==> run_1/port_trees.png <==
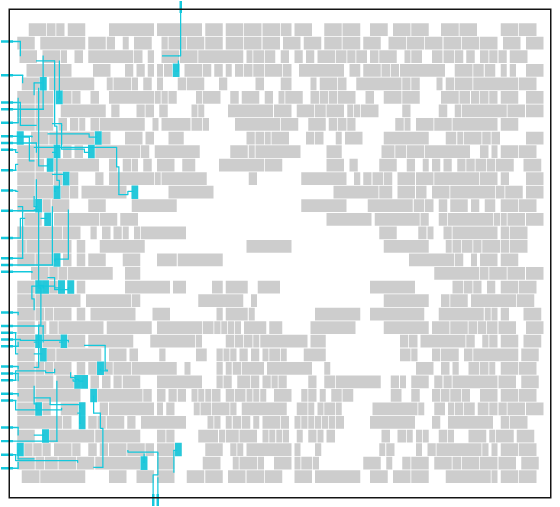
==> run_1/layers.png <==
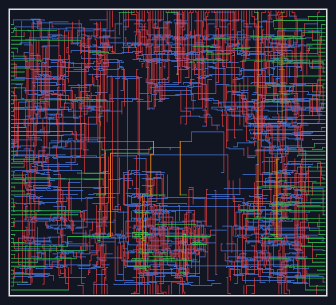
==> run_1/clock_wires.png <==
The bar under the picture is 20 um long.
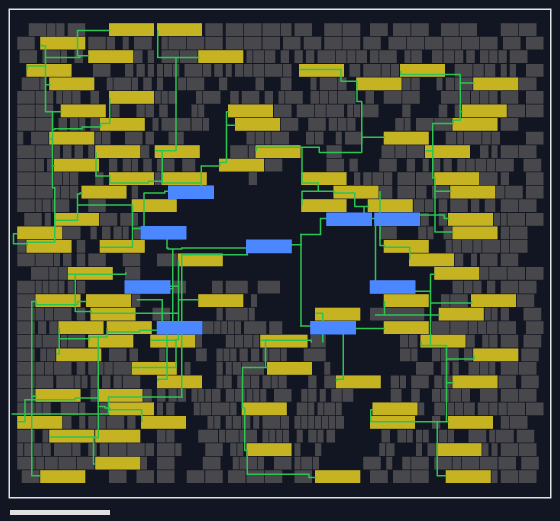
==> src/rtl/muldiv_seq_pkg.sv <==
// Shared widths, decoded-info bit positions and sequencer state encoding for
// the muldiv sequencer.
package muldiv_seq_pkg;

  localparam int XLEN                 = 32;
  localparam int MAX_DELAY_WIDTH      = 6;
  localparam int DECINFO_MULDIV_WIDTH = 8;

  localparam int DECINFO_MULDIV_MUL    = 0;
  localparam int DECINFO_MULDIV_MULH   = 1;
  localparam int DECINFO_MULDIV_MULHSU = 2;
  localparam int DECINFO_MULDIV_MULHU  = 3;
  localparam int DECINFO_MULDIV_DIV    = 4;
  localparam int DECINFO_MULDIV_DIVU   = 5;
  localparam int DECINFO_MULDIV_REM    = 6;
  localparam int DECINFO_MULDIV_REMU   = 7;

  localparam int MUL_LAST_DEFAULT = 17;
  localparam int DIV_LAST_DEFAULT = 34;

  typedef enum logic [1:0] {
    ST_IDLE = 2'd0,
    ST_RUN  = 2'd1,
    ST_DONE = 2'd2
  } seq_state_e;

  function automatic logic info_is_mul(input logic [DECINFO_MULDIV_WIDTH-1:0] info);
    return info[DECINFO_MULDIV_MUL] | info[DECINFO_MULDIV_MULH] |
           info[DECINFO_MULDIV_MULHSU] | info[DECINFO_MULDIV_MULHU];
  endfunction

  function automatic logic info_is_rem(input logic [DECINFO_MULDIV_WIDTH-1:0] info);
    return info[DECINFO_MULDIV_REM] | info[DECINFO_MULDIV_REMU];
  endfunction

endpackage

==> src/rtl/muldiv_seq_if.sv <==
// Execute-side, muldiv_top-side and writeback signals of the muldiv sequencer.
// The sequencer uses the slave modport; its surroundings use master.
interface muldiv_seq_if;
  import muldiv_seq_pkg::*;

  logic                            ex_i_valid;
  logic                            ex_o_ready;
  logic [XLEN-1:0]                 ex_i_rs1;
  logic [XLEN-1:0]                 ex_i_rs2;
  logic [DECINFO_MULDIV_WIDTH-1:0] ex_i_info;
  logic [4:0]                      ex_i_rd;
  logic                            ex_i_flush;
  logic                            pipe_o_stall;
  logic [XLEN-1:0]                 muldiv_o_rs1;
  logic [XLEN-1:0]                 muldiv_o_rs2;
  logic [DECINFO_MULDIV_WIDTH-1:0] muldiv_o_info;
  logic [MAX_DELAY_WIDTH-1:0]      pc_cycle;
  logic                            muldiv_i_illegal;
  logic [XLEN-1:0]                 muldiv_i_res;
  logic                            wbck_o_valid;
  logic                            wbck_i_ready;
  logic [4:0]                      wbck_o_rd;
  logic [XLEN-1:0]                 wbck_o_data;

  modport slave (
    input  ex_i_valid, ex_i_rs1, ex_i_rs2, ex_i_info, ex_i_rd, ex_i_flush,
    input  muldiv_i_illegal, muldiv_i_res, wbck_i_ready,
    output ex_o_ready, pipe_o_stall, muldiv_o_rs1, muldiv_o_rs2, muldiv_o_info,
    output pc_cycle, wbck_o_valid, wbck_o_rd, wbck_o_data
  );

  modport master (
    output ex_i_valid, ex_i_rs1, ex_i_rs2, ex_i_info, ex_i_rd, ex_i_flush,
    output muldiv_i_illegal, muldiv_i_res, wbck_i_ready,
    input  ex_o_ready, pipe_o_stall, muldiv_o_rs1, muldiv_o_rs2, muldiv_o_info,
    input  pc_cycle, wbck_o_valid, wbck_o_rd, wbck_o_data
  );

endinterface

==> src/rtl/muldiv_seq.sv <==
// Operand latch, pc_cycle sequencer and writeback stage in front of muldiv_top.
// One instruction in flight; the upstream pipeline stalls until it is written back.
module muldiv_seq
  import muldiv_seq_pkg::*;
#(
  parameter int MUL_LAST = MUL_LAST_DEFAULT,
  parameter int DIV_LAST = DIV_LAST_DEFAULT
) (
  input  logic         clk,
  input  logic         rst_n,
  muldiv_seq_if.slave  bus
);

  seq_state_e                      r_state;
  logic [XLEN-1:0]                 r_rs1;
  logic [XLEN-1:0]                 r_rs2;
  logic [DECINFO_MULDIV_WIDTH-1:0] r_info;
  logic [4:0]                      r_rd;
  logic [MAX_DELAY_WIDTH-1:0]      r_pc;
  logic                            r_override;

  logic                            w_accept;
  logic                            w_kill;
  logic [MAX_DELAY_WIDTH-1:0]      w_last;
  logic [XLEN-1:0]                 w_done_data;

  assign w_accept = (r_state == ST_IDLE) && bus.ex_i_valid && (|bus.ex_i_info) && !bus.ex_i_flush;
  assign w_kill   = (r_state != ST_IDLE) && bus.ex_i_flush;
  assign w_last   = info_is_mul(r_info) ? MAX_DELAY_WIDTH'(MUL_LAST) : MAX_DELAY_WIDTH'(DIV_LAST);

  // NOTE: every state register is assigned with <= so all of them update from
  // the same pre-edge values; a blocking write here would leak into later reads.
  always_ff @(posedge clk or negedge rst_n) begin
    if (!rst_n) begin
      r_state    <= ST_IDLE;
      r_rs1      <= '0;
      r_rs2      <= '0;
      r_info     <= '0;
      r_rd       <= '0;
      r_pc       <= '0;
      r_override <= 1'b0;
    end else if (w_kill) begin
      r_state    <= ST_IDLE;
      r_rs1      <= '0;
      r_rs2      <= '0;
      r_info     <= '0;
      r_rd       <= '0;
      r_pc       <= '0;
      r_override <= 1'b0;
    end else begin
      case (r_state)
        ST_IDLE: begin
          if (w_accept) begin
            r_rs1      <= bus.ex_i_rs1;
            r_rs2      <= bus.ex_i_rs2;
            r_info     <= bus.ex_i_info;
            r_rd       <= bus.ex_i_rd;
            r_pc       <= MAX_DELAY_WIDTH'(1);
            r_override <= 1'b0;
            r_state    <= ST_RUN;
          end
        end
        ST_RUN: begin
          r_pc <= r_pc + MAX_DELAY_WIDTH'(1);
          // A divide by zero is flagged on the start cycle; skip the long divide.
          if (!info_is_mul(r_info) && (r_pc == MAX_DELAY_WIDTH'(1)) && bus.muldiv_i_illegal) begin
            r_override <= 1'b1;
            r_state    <= ST_DONE;
          end else if (r_pc == w_last) begin
            r_state <= ST_DONE;
          end
        end
        ST_DONE: begin
          if (bus.wbck_i_ready) begin
            r_pc    <= '0;
            r_state <= ST_IDLE;
          end
        end
        default: r_state <= ST_IDLE;
      endcase
    end
  end

  // NOTE: default assignment first so no path through this block infers a latch.
  always_comb begin
    w_done_data = bus.muldiv_i_res;
    if (r_override) begin
      w_done_data = info_is_rem(r_info) ? r_rs1 : {XLEN{1'b1}};
    end
  end

  assign bus.ex_o_ready    = (r_state == ST_IDLE);
  assign bus.pipe_o_stall  = (r_state != ST_IDLE) || w_accept;
  assign bus.muldiv_o_rs1  = r_rs1;
  assign bus.muldiv_o_rs2  = r_rs2;
  assign bus.muldiv_o_info = (r_state != ST_IDLE) ? r_info : '0;
  assign bus.pc_cycle      = r_pc;
  assign bus.wbck_o_valid  = (r_state == ST_DONE) && !bus.ex_i_flush;
  assign bus.wbck_o_rd     = (r_state == ST_DONE) ? r_rd : 5'd0;
  assign bus.wbck_o_data   = (r_state == ST_DONE) ? w_done_data : '0;

endmodule
==> src/flat_wrapper.sv <==
// flat-port wrapper written by rule: the top's interface ports become plain ports
module muldiv_seq_flat import muldiv_seq_pkg::*;
#(
  parameter int MUL_LAST = MUL_LAST_DEFAULT,
  parameter int DIV_LAST = DIV_LAST_DEFAULT
)
  (clk, rst_n, bus_ex_i_valid, bus_ex_i_rs1, bus_ex_i_rs2, bus_ex_i_info, bus_ex_i_rd, bus_ex_i_flush, bus_muldiv_i_illegal, bus_muldiv_i_res, bus_wbck_i_ready, bus_ex_o_ready, bus_pipe_o_stall, bus_muldiv_o_rs1, bus_muldiv_o_rs2, bus_muldiv_o_info, bus_pc_cycle, bus_wbck_o_valid, bus_wbck_o_rd, bus_wbck_o_data);
  muldiv_seq_if bus_i ();
  input  logic clk;
  input  logic rst_n;
  input wire logic [$bits(bus_i.ex_i_valid)-1:0] bus_ex_i_valid;
  input wire logic [$bits(bus_i.ex_i_rs1)-1:0] bus_ex_i_rs1;
  input wire logic [$bits(bus_i.ex_i_rs2)-1:0] bus_ex_i_rs2;
  input wire logic [$bits(bus_i.ex_i_info)-1:0] bus_ex_i_info;
  input wire logic [$bits(bus_i.ex_i_rd)-1:0] bus_ex_i_rd;
  input wire logic [$bits(bus_i.ex_i_flush)-1:0] bus_ex_i_flush;
  input wire logic [$bits(bus_i.muldiv_i_illegal)-1:0] bus_muldiv_i_illegal;
  input wire logic [$bits(bus_i.muldiv_i_res)-1:0] bus_muldiv_i_res;
  input wire logic [$bits(bus_i.wbck_i_ready)-1:0] bus_wbck_i_ready;
  output wire logic [$bits(bus_i.ex_o_ready)-1:0] bus_ex_o_ready;
  output wire logic [$bits(bus_i.pipe_o_stall)-1:0] bus_pipe_o_stall;
  output wire logic [$bits(bus_i.muldiv_o_rs1)-1:0] bus_muldiv_o_rs1;
  output wire logic [$bits(bus_i.muldiv_o_rs2)-1:0] bus_muldiv_o_rs2;
  output wire logic [$bits(bus_i.muldiv_o_info)-1:0] bus_muldiv_o_info;
  output wire logic [$bits(bus_i.pc_cycle)-1:0] bus_pc_cycle;
  output wire logic [$bits(bus_i.wbck_o_valid)-1:0] bus_wbck_o_valid;
  output wire logic [$bits(bus_i.wbck_o_rd)-1:0] bus_wbck_o_rd;
  output wire logic [$bits(bus_i.wbck_o_data)-1:0] bus_wbck_o_data;
  assign bus_i.ex_i_valid = bus_ex_i_valid;
  assign bus_i.ex_i_rs1 = bus_ex_i_rs1;
  assign bus_i.ex_i_rs2 = bus_ex_i_rs2;
  assign bus_i.ex_i_info = bus_ex_i_info;
  assign bus_i.ex_i_rd = bus_ex_i_rd;
  assign bus_i.ex_i_flush = bus_ex_i_flush;
  assign bus_i.muldiv_i_illegal = bus_muldiv_i_illegal;
  assign bus_i.muldiv_i_res = bus_muldiv_i_res;
  assign bus_i.wbck_i_ready = bus_wbck_i_ready;
  assign bus_ex_o_ready = bus_i.ex_o_ready;
  assign bus_pipe_o_stall = bus_i.pipe_o_stall;
  assign bus_muldiv_o_rs1 = bus_i.muldiv_o_rs1;
  assign bus_muldiv_o_rs2 = bus_i.muldiv_o_rs2;
  assign bus_muldiv_o_info = bus_i.muldiv_o_info;
  assign bus_pc_cycle = bus_i.pc_cycle;
  assign bus_wbck_o_valid = bus_i.wbck_o_valid;
  assign bus_wbck_o_rd = bus_i.wbck_o_rd;
  assign bus_wbck_o_data = bus_i.wbck_o_data;
  muldiv_seq #(.MUL_LAST(MUL_LAST), .DIV_LAST(DIV_LAST)) u_core (.clk(clk), .rst_n(rst_n), .bus(bus_i));
endmodule
==> config.mk <==
export PLATFORM = sky130hd
export DESIGN_NAME = muldiv_seq_flat
export DESIGN_NICKNAME = d
export VERILOG_FILES = /design/src/rtl/muldiv_seq_pkg.sv /design/src/rtl/muldiv_seq_if.sv /design/src/rtl/muldiv_seq.sv /design/src/flat_wrapper.sv
export SDC_FILE = /design/constraint.sdc
export NUM_CORES = 1
export LEC_CHECK = 0
export ABC_AREA = 1
export CORE_ASPECT_RATIO = 0.9
export CORE_UTILIZATION = 43
export CTS_CLUSTER_SIZE = 25
export DETAILED_ROUTE_END_ITERATION = 8
export PLACE_DENSITY = 0.95
export SYNTH_ARGS = -nofsm -noshare
export SYNTH_HDL_FRONTEND = slang
export SYNTH_SLANG_ARGS = --single-unit
==> constraint.sdc <==
create_clock -name clk -period 4.25 [get_ports clk]
set_clock_uncertainty 0.15 [all_clocks]
set_input_delay 0.6375 -clock clk [delete_from_list [all_inputs] [get_ports clk]]
set_output_delay 0.6375 -clock clk [all_outputs]
set_load 0.01 [all_outputs]
==> results.txt, run 1 <==
Implementation run completed; key figures follow.

Final layout:
- The run gives the area added between synthesis and finish as 59.7%.
- The run gives the area-dominant cell class after layout as buffers.
- The run gives the fraction of final layout cells with drive strength greater than 1 as 4.22%.
- The layout report lists the combined flip-flop and latch area as ~0.0022 mm2.
- The run puts the tally of non-filler cells in the final layout at 884.
- The layout report gives the multi-input gate share of total cell area as about a quarter.
- The run puts the clock buffer and inverter area fraction after layout at around 4.3%.
- The final report gives the standard cell area, fillers excluded, as 0.00700 mm2.
- There are 86 flip-flops and latches.
- The run gives the share of final layout cell area taken by non-clock buffers as 33.6%.
- The run puts the final core utilization at between 70% and 80%.

Power:
- Per report_power, the Sequential row totals approximately 1.4 mW.
- The analysis reports a worst IR drop on VDD of 356 uV.
- The run gives the highest-power group as combinational cells.
- The run gives the power spent charging and discharging nets as around 1.8 mW.
- The run puts the power density relative to cell area at around 620 mW/mm2.
- The run puts the internal power of the cells at 2.62 mW.
- The run gives the proportion of power drawn by combinational gates as 49.8%.
- The run puts the reported combinational group power at 2.18 mW.
- The run puts the part of the power in the clock network at around 18%.
- The run puts the power of the clock network at slightly above 800 uW.

Clock tree:
- The number of clock buffers added by TritonCTS is 9.
- The run puts the maximum root-to-sink buffer count at 2.
- The H-tree was split into 3 levels.
- The run gives the clock tree from TritonCTS as yes.
- The run gives the clock edge transition at the registers on the reported setup and hold paths as roughly 0.070 ns.
- After clock tree synthesis, the flow added hold-fix buffers numbering 0.
- The run gives the number of sinks driven by the clock tree as ~86.
- The tree is rooted in a sky130_fd_sc_hd__clkbuf_16.
- The run puts the insertion delay at the late pin of the worst-skew pair at approximately 0.32 ns.
- The run puts the quantity of gates resized following cts at 0.

STA:
- The run gives the number of failing hold endpoints at the final stage as 0.
- Setup repair after global routing left no endpoint under its margin.
- The run puts the number of max-slew violations in the final report at 0.
- The run gives the slew of the pin with the lowest slew margin as roughly 1.1 ns.
- The run gives the maximum clock rate as about 300 MHz.
- Setup violations remaining at the end of the flow were counted as 0.
- Dividing the final minimum period by the clock period gives slightly below 80%.
- Setup total negative slack on the finished layout was measured at 0 ns.
- Across all hold checks on the routed design, the worst slack comes to between 0.2 and 0.25 ns.
- The run puts the headroom to the max-slew limit at 28.9%.

Logic synthesis:
- The run gives the top flip-flop cell by instance count after synthesis as sky130_fd_sc_hd__dfrtp_1.
- By area the synthesized netlist is led by sky130_fd_sc_hd__dfrtp_1, sky130_fd_sc_hd__nand3_1, sky130_fd_sc_hd__o21ai_1.
- Sorting the Yosys area breakdown by cell type puts at the top sky130_fd_sc_hd__dfrtp_1.
- After technology mapping, the gate count stands at around 550.
- Ranked by instance count, the synthesized netlist is headed by sky130_fd_sc_hd__inv_1, sky130_fd_sc_hd__dfrtp_1, sky130_fd_sc_hd__nand3_1.
- The run puts the unique cell type count in the Yosys netlist at 27.
- The synthesized design contains 0 enable-type register cells.
- The run puts the yosys synthesis chip area at around 0.0044 mm2.
- The run puts the register share after synthesis at approximately half.
- The run gives the library cell with the highest instance count after synthesis as sky130_fd_sc_hd__inv_1.
- The synth_stat.txt file lists the number of cells as 546.
- The synthesis log from Yosys contains 0 warnings.
- The run puts the synthesized area per cell at between 8 and 9 um2.
- The run puts the total standard cell area after synthesis at 0.00438 mm2.
- The run gives the async set-reset flop share out of synthesis as 100%.

Critical path:
- The run puts the slack of the worst reg-to-reg path at between 1 and 1.5 ns.
- The run gives the beginning of the worst register-to-register path as u_core.r_state[0].
- The run puts the data arrival time of the critical path at around 2.6 ns.
- The run puts the cell depth of the worst flop-to-flop path at 9.
- The run gives the timing startpoint of the critical path as u_core.r_state[0].
- The run gives the capture point of the worst reg-to-reg path as u_core.bus.muldiv_o_rs1[9].
- The run puts the data required time of the worst path at roughly 3.5 ns.
- The worst setup path is launched from a flop.
- The worst setup path is captured at an output pin.
- The worst setup path is of the reg2out kind.

Global routing:
- The first global-routing pass estimated between 20 and 25 mm of wire.
- The run puts the aggregate global routing overflow at 0.
- Entering global routing, the biggest net connects 81 pins.
- The via count of the first global-routing pass is roughly 4600.

Route:
- The run puts the number of design rule violations left after detail routing at 0.
- In the final routed layout, each cell accounts on average for 16.6 um.
- The run gives the post-detailed-route count of antenna-violating nets as 0.
- Detailed-route iteration 0 reported a violation count of 395.

Floorplanning:
- The run puts the number of tap cells added at floorplan at roughly 130.
- The run puts the effective utilization at floorplan at between 40% and 50%.
- The run gives the area inside the core boundary as 0.00978 mm2.
- The run gives the total number of placement rows as 34.
- Per the OpenROAD floorplan log, the width of the die is about 110 um.
- The run gives the floorplan die area as approximately 0.011 mm2.

Placed design:
- The run puts the placed wire-length estimate at ~11 mm.
- The run puts the final weighted congestion in routability-driven placement at 0.930.
- The run gives the placement-stage cell area as about 0.0067 mm2.
- The run puts the pre-CTS setup slack at about 0.75 ns.

Flow run:
- The run puts the count of warning messages emitted by the tools at 30.
- The run puts the number of violations of the max-capacitance limit at 0.

Hold path:
- The tightest min-delay check is of the in2async type.

Run status:
- The flow ran to the end, and the final reports show no timing, DRC or antenna violations.
## Picture notes: port_trees.png
| color | port | bits | direction | end cells | buffers | wire |
|---|---|---|---|---|---|---|
| cyan | bus_ex_i_rs2 | 32 | input | 32 | 32 | 515 um |
Port-buffer cells: 232
Ports: 233

## Picture notes: layers.png
| color | layer | wire length |
|---|---|---|
| orange | M4 | 353 um |
| red | M2 | 7290 um |
| green | M3 | 1470 um |
| blue | M1 | 5580 um |
global-route usage over all layers: 27.3%
post-detailed-routing wire length: 14.7 mm

## Picture notes: clock_wires.png
[green] clock wires | length: 1090 um
[blue] clock-net drivers | count: 9
[yellow] flip-flops | count: 86
flops lie: widely spread
routed clock nets: 10

-- run 1: layout by cell type (no fill, tap or decap), types with 2 or more instances in the layout --
cell type / n
sky130_fd_sc_hd__inv_1: 93
sky130_fd_sc_hd__clkbuf_16: 9
sky130_fd_sc_hd__inv_6: 4
sky130_fd_sc_hd__o21ai_0: 41
sky130_fd_sc_hd__a31oi_1: 32
sky130_fd_sc_hd__nor2_1: 26
sky130_fd_sc_hd__dfrtp_1: 85
sky130_fd_sc_hd__nand3_1: 86
sky130_fd_sc_hd__nand2_1: 37
sky130_fd_sc_hd__clkdlybuf4s50_1: 231
sky130_fd_sc_hd__inv_2: 2
sky130_fd_sc_hd__nand4_1: 8
sky130_fd_sc_hd__o21ai_1: 77
sky130_fd_sc_hd__nand2_2: 2
sky130_fd_sc_hd__ha_1: 6
sky130_fd_sc_hd__buf_4: 5
-- run 1: per-layer routing --
layer | part of all wire, % | vias up | track usage [%]
met5 | 0 | - | 0
met1 | 38 | 2170 | 31.3
li1 | - | 2243 | -
met2 | 50 | 268 | 48.3
met3 | 10 | 29 | 7.54
met4 | 2.4 | 0 | 9.25
-- run 1: kinds of logic after synthesis --
family | Yosys count | share of synthesized area, %
AOI/OAI and AO/OA | 153 | 18.7
adders and majority gates | 6 | 1.71
buffers and inverters | 136 | 12.8
DFF | 86 | 49.1
and+or+nand+nor | 165 | 17.7
-- run 1: critical path, cell delays in order (launching register included) --
cell,delay (ns)
sky130_fd_sc_hd__dfrtp_1,0.40
sky130_fd_sc_hd__inv_1,0.13
sky130_fd_sc_hd__ha_1,0.64
sky130_fd_sc_hd__inv_2,0.06
sky130_fd_sc_hd__nor2_2,0.20
sky130_fd_sc_hd__o21ai_4,0.08
sky130_fd_sc_hd__nand2_2,0.16
sky130_fd_sc_hd__clkdlybuf4s50_1,0.57
==> run_1/gates.png <==
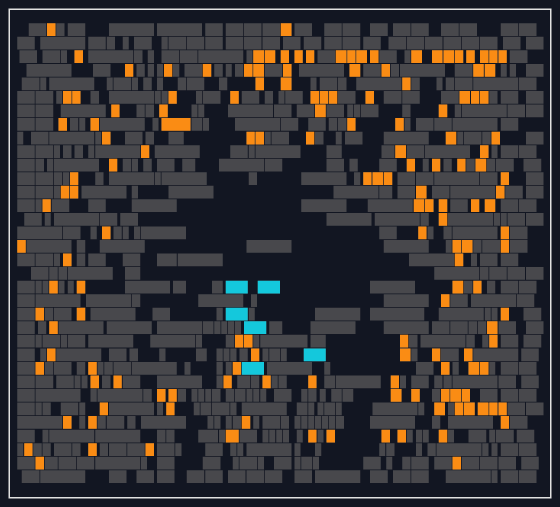

==> run 2, diff against run 1 <==
--- a/config.mk
+++ b/config.mk
@@ -7,10 +7,10 @@
 export LEC_CHECK = 0
 export ABC_AREA = 1
 export CORE_ASPECT_RATIO = 0.9
-export CORE_UTILIZATION = 43
+export CORE_UTILIZATION = 36
 export CTS_CLUSTER_SIZE = 25
 export DETAILED_ROUTE_END_ITERATION = 8
-export PLACE_DENSITY = 0.95
+export PLACE_DENSITY = 0.86
 export SYNTH_ARGS = -nofsm -noshare
 export SYNTH_HDL_FRONTEND = slang
 export SYNTH_SLANG_ARGS = --single-unit
==> constraint.sdc (replaced) <==
create_clock -name clk -period 2.9 [get_ports clk]
set_clock_uncertainty 0.15 [all_clocks]
set_input_delay 0.435 -clock clk [delete_from_list [all_inputs] [get_ports clk]]
set_output_delay 0.435 -clock clk [all_outputs]
set_load 0.01 [all_outputs]
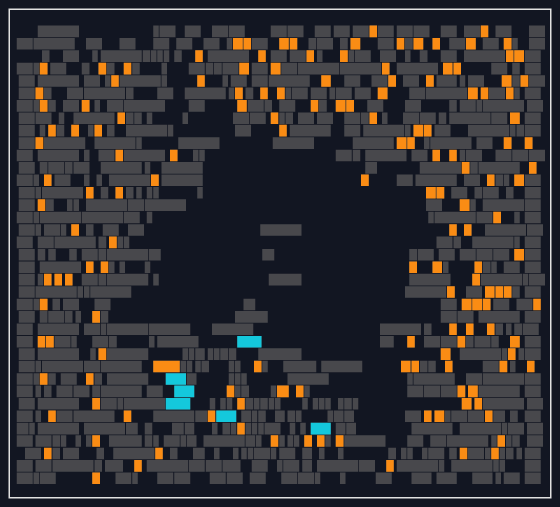
(run_2/gates.png)
| color | family | cells | most used |
|---|---|---|---|
| orange | aoi and oai cells | 153 | o21ai_1 |
| cyan | fa/ha/maj cells | 6 | ha_1 |

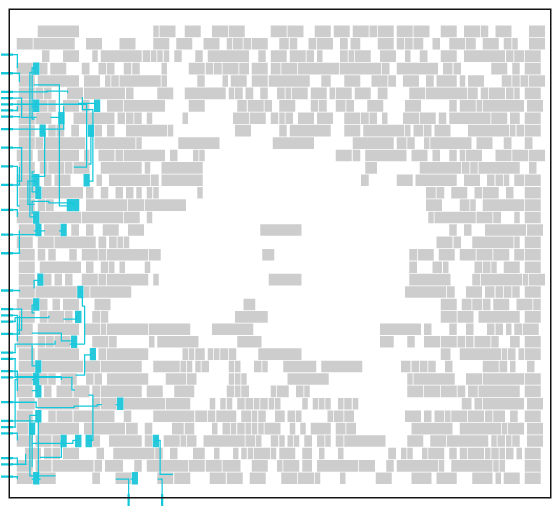
(run_2/port_trees.png)

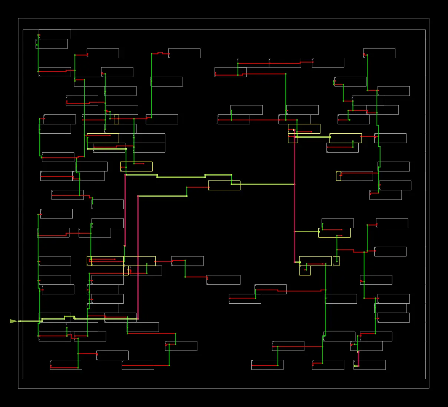
(run_2/clock_nets.png)
Clock buffer cells: 13
flip-flops: 86
# clock sinks: 86

==> run 2 against run 1 <==
  * Combinational power up 54%
  * Hold slack improved by 0.14 ns
  * Critical path type unchanged
  * Largest power group unchanged
  * Clock-buffer cell count increased by 4
  * Final cell count increased by 4.3%
  * Clock power up 29%
  * Flip-flop count unchanged
  * Sequential power rose by 41%
  * Area after synthesis unchanged
  * Largest cell class unchanged
  * Sequential share of layout area decreased by 0.54 points
  * Worst setup slack lost 0.73 ns
==> results.txt, run 2 <==
Implementation run completed; key figures follow.

Run status:
- The run finished with clean final reports.

Final layout:
- The run gives the storage element area as 0.00215 mm2 (unchanged).
- The run gives the summed area of non-filler cells in the final layout as 0.00712 mm2 (+1.8%).
- Looking at the area split, the leading class of cells is buffers.
- The run gives the share of final layout cell area taken by non-clock buffers as 34.7% (+1.1 points).
- The run gives the area added between synthesis and finish as 62.5%.
- The final core utilization was 61.0% (-10 points).
- By instance count after routing, the leading logic cell types are sky130_fd_sc_hd__clkdlybuf4s50_1, sky130_fd_sc_hd__inv_1, sky130_fd_sc_hd__nand3_1, sky130_fd_sc_hd__dfrtp_1, sky130_fd_sc_hd__o21ai_1.
- The run gives the tally of non-filler cells in the final layout as 922 (+4.3%).
- The share of cell area taken by multi-input logic gates came to 23.5% (-0.35 points).
- The fraction of final layout cells with drive strength greater than 1 was 4.83% (+0.61 points).
- The run gives the most frequently placed logic cell in the final layout as sky130_fd_sc_hd__clkdlybuf4s50_1.
- The clock buffer and inverter area fraction after layout is 3.67% (-0.66 points).

Logic synthesis:
- The synthesis warning total is 0 (unchanged).
- The run gives the post-synth tally of flip-flops with integrated enable as 0 (unchanged).
- The main area contributors are sky130_fd_sc_hd__dfrtp_1, sky130_fd_sc_hd__nand3_1, sky130_fd_sc_hd__o21ai_1.
- The run gives the total standard cell area after synthesis as 0.00438 mm2 (unchanged).
- The async set-reset flop share out of synthesis was 100% (unchanged).
- The run puts the unique cell type count in the Yosys netlist at 27 (unchanged).
- sky130_fd_sc_hd__inv_1 is the most common cell in the netlist.
- The run gives the register share after synthesis as 49.1% (unchanged).
- The run gives the top flip-flop cell by instance count after synthesis as sky130_fd_sc_hd__dfrtp_1.
- The run gives the total nets after synthesis as between 600 and 700.
- The run puts the yosys synthesis chip area at 0.00438 mm2 (unchanged).
- The synthesized area per cell was 8.03 um2 (unchanged).
- The commonest cells after synthesis are sky130_fd_sc_hd__inv_1, sky130_fd_sc_hd__dfrtp_1, sky130_fd_sc_hd__nand3_1.
- The run gives the gate count of the mapped netlist as 546 (unchanged).

Global routing:
- The run gives the via count of the first global-routing pass as 4442 (-2.4%).
- The run puts the aggregate global routing overflow at 0 (unchanged).
- The met2 layer usage reported by global route was 38.0% (-10 points).
- The run puts the overall routing resource usage at 23.0% (-4.3 points).
- The wire length of the first global-routing pass came to 22.9 mm (+2.1%).
- The run puts the met3 global-route usage at 6.81% (-0.73 points).
- Looking at the global route congestion table, the highest-usage layer is met2.
- The run gives the pin count of the biggest net entering global routing as 81 (unchanged).
- The run puts the fraction of met1 tracks used by global routing at 29.2% (-2.1 points).

Critical path:
- The worst setup path is of the reg2out kind.
- The worst setup path is launched from a flop.
- The run gives the type of element capturing the critical path as an output pin.
- The run puts the data required time of the worst path at 2.32 ns (-1.14 ns).
- The run gives the data arrival time of the critical path as 2.17 ns (-0.41 ns).

Clock tree:
- The clock edge transition at the registers on the reported setup and hold paths is 0.06 ns (about the same).
- The number of H-tree levels came to 3 (unchanged).
- The insertion delay at the late pin of the worst-skew pair is 0.33 ns (about the same).
- The root buffer cell chosen for the clock tree is sky130_fd_sc_hd__clkbuf_16.
- The maximum root-to-sink buffer count came to 2 (unchanged).
- The number of buffers created by CTS was 9 (unchanged).
- TritonCTS built the clock tree.

Floorplanning:
- The run puts the area inside the core boundary at 0.0117 mm2 (+19%).
- The die outline width was 118 um (+9.1%).
- The run puts the floorplan die area at 0.0126 mm2 (+19%).
- The run gives the number of I/O pins as 233 (unchanged).
- The run gives the total number of placement rows as 37 (+8.8%).
- The run puts the number of tap cells added at floorplan at 156 (+24%).
- The run gives the effective utilization at floorplan as 37.6% (-7.2 points).

STA:
- The headroom to the max-slew limit was 61.9% (+33 points).
- The run puts the ratio of final minimum period to clock period at 94.9%.
- The run gives the setup total negative slack as 0 ns (unchanged).
- Setup repair after global routing left no endpoint under its margin.
- The run puts the number of failing hold endpoints at the final stage at 0 (unchanged).
- The run gives the minimum hold slack as 0.367 ns (+0.137 ns).
- The run puts the maximum clock rate at roughly 360 MHz.
- The slew of the pin with the lowest slew margin was 0.571 ns (-0.493 ns).

Power:
- The maximum vdd ir drop is 501 uV (+41%).
- The power density relative to cell area was 893 mW/mm2 (+43%).

Route:
- The run gives the average wire length per cell after detail routing as 15.5 um (-6.6%).
- Signal routing reaches up to met4.
- The run puts the total length of routed met3 wires at 1.27 mm (-14%).
- The run puts the number of design rule violations left after detail routing at 0 (unchanged).
- The run gives the violation count after the first detailed-routing iteration as 397 (+0.51%).
- The run gives the routed length on met2 as 6.74 mm (-7.5%).
- The run gives the met1 layer wirelength in the final routing as 6.09 mm (+9.1%).
- The post-detailed-route count of antenna-violating nets came to 0 (unchanged).

Placed design:
- The run puts the placed wire-length estimate at 10.1 mm (-4.7%).
- The count of port buffers added during placement came to 232 (unchanged).
- The final weighted congestion in routability-driven placement was 0.837 (-10%).
- The run gives the placement-stage cell area as 0.00682 mm2 (+1.9%).

Flow run:
- The number of violations of the max-capacitance limit came to 0 (unchanged).
- The count of warning messages emitted by the tools is 30 (unchanged).

Hold path:
- The min-delay analysis places its worst path in the category reg2reg.
[run 2: final timing paths]
path | from | end | slack (ns) | cells after the start
max in group asynchronous | rst_n | u_core.bus.muldiv_o_rs1[22] | 1.46 | 3
hold / removal | u_core.r_state[0] | u_core.r_state[0] | 0.37 | 2
setup / recovery | u_core.r_state[0] | bus_wbck_o_data[4] | 0.15 | 6
min in group asynchronous | rst_n | u_core.bus.muldiv_o_rs2[9] | 0.48 | 2
hold reg to reg | u_core.r_state[0] | u_core.r_state[0] | 0.37 | 2
setup reg to reg | u_core.r_state[0] | u_core.bus.muldiv_o_rs1[10] | 0.59 | 8
[run 2: kinds of logic (layout without fill, tap and decap cells)]
kind of cell / Yosys count / after routing / synth area share [%]
flops: 86 / 86 / 49.1
buf+inv: 136 / 356 / 12.8
fa+ha+maj: 6 / 6 / 1.71
compound gates: 153 / 153 / 18.7
simple gates: 165 / 165 / 17.7
[run 2: where the power goes]
part	internal [mW]	leakage (nW)	switching, mW
Sequential	1.67	1.12	0.284
Combinational	1.58	1.97	1.78
Clock	0.582	0.124	0.455
[run 2: worst max-delay path, cell delays in order (launching register included)]
cell and delay [ns]:
sky130_fd_sc_hd__dfrtp_1 0.40, sky130_fd_sc_hd__inv_1 0.15, sky130_fd_sc_hd__ha_2 0.24, sky130_fd_sc_hd__buf_12 0.18, sky130_fd_sc_hd__o21ai_0 0.10, sky130_fd_sc_hd__a31oi_1 0.17, sky130_fd_sc_hd__clkdlybuf4s50_1 0.59
[run 2: repair_timing]
item | CTS | global route
endpoints found under the hold margin | 38 | 0
gates resized | 2 | 7
buffers inserted | 0 | 0
hold buffers | 1 | 0
setup endpoints to repair | 8 | 13
No activity file was given, so power comes from the tool's default toggle rates.
